### Met2 routing, run 1

Scale: 3 px per um. Cells faint in the background.
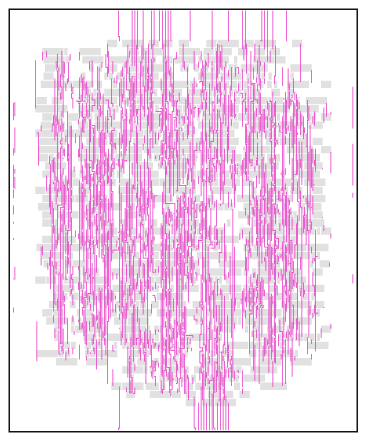
### Zoomed window, run 1

Window x 77 to 97, y 95 to 115 um. Cells in grey, sequential cells in the stronger grey; small squares are vias.
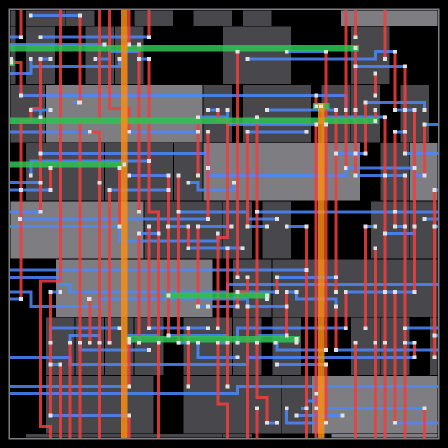
### Wires at chosen ports, followed through buffers, run 1

Scale: 3 px per um.
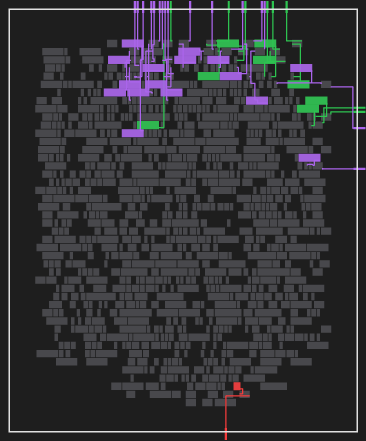
### Routed metal, one colour a layer, run 1

Scale: 4 px per um. Two of the layers only.
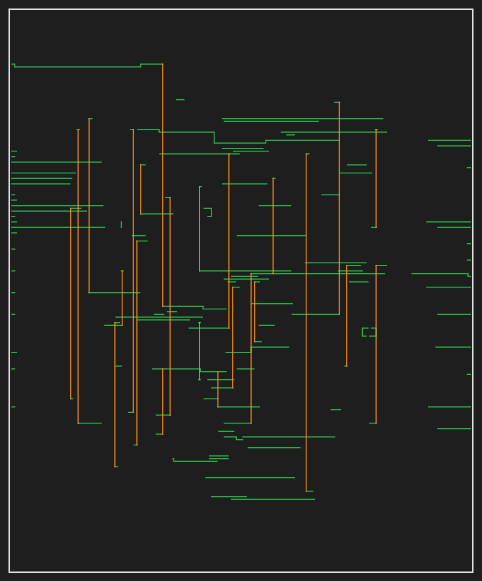
Design stats_engine_flat, sky130hd; sources not shown.
==> flow_metrics.env, run 1 <==
# physical design summary
export IMPL_worst_hold_path_num_cells=2
export IMPL_drt_iter0_drc=358
export IMPL_bufAreaShareNonClock_pct=12.16
export IMPL_cell_count_after_synthesis=786
export IMPL_synth_net_count=843
export IMPL_ctsLongestPathBuffers=2
export IMPL_synthAdderAreaFrac_pct=7.573
export IMPL_maxPowerGroup="the clock network"
export IMPL_routed_top_layer="met4"
export IMPL_post_synth_and_or_nand_nor_area_fraction_pct=22.98
export IMPL_timing_reg2reg_worst_path_depth=11
export IMPL_ys_sh_aoi_pct=18.85
export IMPL_floorplan_core_area_um2=12110
export IMPL_timing_final_hold_violations=0
export IMPL_static_leakage_power_nw=3.029
export IMPL_layout_clock_buffers=19
export IMPL_critical_path_slowest_cell="dfxtp_2"
export IMPL_power_ir_vdd_worst_uv=387.9
export IMPL_status="completed"
export IMPL_ff_latch_area_um2=2624
## Picture notes: 'Met2 routing'
The wires run mostly vertical. The layer carries 9,550 um of wire. 799 nets have wire on it. The longest straight run is 56.1 um.
total wirelength of the detailed-routed design: 18.42 mm
Vias: 6,003
Global Route met2 Usage: 40.67%

## Picture notes: 'Zoomed window'
Key: blue = met1; red = met2; orange = met4; green = met3
39 logic cells have their middle in the window. Sequential cells in the window: 5. Most frequent: nor2_1 (11), nand2_1 (6), dfxtp_1 (5).

## Picture notes: 'Wires at chosen ports, followed through buffers'
Key: purple = `bus_SUM` [bits 16, direction output, end cells 16, buffers 16, wire 480 um]; green = `bus_QUOTIENT` [bits 8, direction output, end cells 8, buffers 8, wire 231 um]; red = `bus_DONE` [bits 1, direction output, end cells 1, buffers 1, wire 22.8 um]
IO Pins: 72
tally of buffers added on design ports: 71

## Picture notes: 'Routed metal, one colour a layer'
Key: green = met3 [wire length 996 um]; orange = met4 [wire length 895 um]
Routed wire per std cell: 17.34 um
GRT Resource Usage Total: 23.62%

### Clock nets, run 1

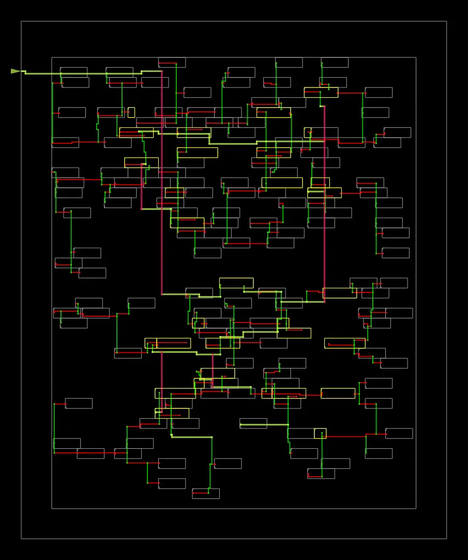

## Run 2: what changed since run 1
Settings changed: GPL_ROUTABILITY_DRIVEN from default to 0.
### Clock nets, run 2

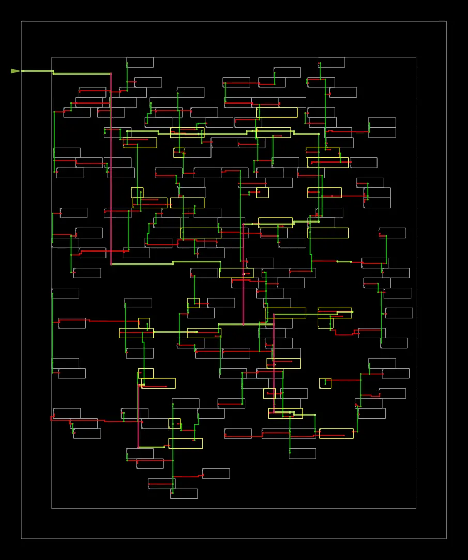
final sequential cell count: 131
clk_skew: 0.008915 ns
power of the clock network: 2.58 mW
CTS Sinks: 131

==> flow_metrics.env, run 2 <==
# physical design summary
export IMPL_cell_count_after_synthesis=786
export IMPL_route_final_wire_length_mm=19.01
export IMPL_worst_hold_path_num_cells=2
export IMPL_worst_slack_ns=0.06584
export IMPL_synthAdderAreaFrac_pct=7.573
export IMPL_static_leakage_power_nw=3.058
export IMPL_maxCapViolations=0
export IMPL_stage_log_warnings=28
export IMPL_ctsLongestPathBuffers=2
export IMPL_post_cts_hold_buffer_count=0
export IMPL_maxPowerGroup="the clock network"
export IMPL_vias=6216
export IMPL_top_area_cell_class="logic gates"
export IMPL_synth_net_count=843
export IMPL_post_synth_main_logic_family="simple AND/OR/NAND/NOR gates"
export IMPL_floorplan_core_area_um2=12110
export IMPL_drt_pass1_iterations=5
export IMPL_timing_final_crit_period_ns=2.664
export IMPL_postSynth_asyncResetShare_pct=0
export IMPL_grt_overflow_total=0
export IMPL_final_cells=1065
export IMPL_inverters=34
export IMPL_num_fill_cells=971
export IMPL_post_synth_cell_types=51
export IMPL_critical_path_slowest_cell="o311ai_4"
export IMPL_track_usage_pct=24.02
export IMPL_ys_sh_aoi_pct=18.85
export IMPL_route_met2_wl_mm=9.773
export IMPL_ctsRootBufferMaster="clkbuf_16"
export IMPL_max_freq_mhz=375.4
export IMPL_drt_iter0_drc=419
export IMPL_power_ir_vdd_worst_uv=469.8
export IMPL_yosys_warnings=0
export IMPL_layout_clock_buffers=17
export IMPL_nMultiInputCombCells=578
export IMPL_post_synth_and_or_nand_nor_area_fraction_pct=22.98
export IMPL_ff_latch_area_um2=2624
export IMPL_wl_per_cell_um=17.85
export IMPL_routed_top_layer="met4"
export IMPL_met2_usage_pct=41.26
export IMPL_timing_reg2reg_worst_path_depth=11
export IMPL_io_pin_count=72
export IMPL_flop_cell="dfxtp_1"
export IMPL_timing_final_hold_violations=0
export IMPL_port_buffer_count=71
export IMPL_bufAreaShareNonClock_pct=12.38
export IMPL_largest_net_degree_at_the_start_of_global_routing=17
export IMPL_status="completed"
Power is estimated from default activity; no workload was simulated.
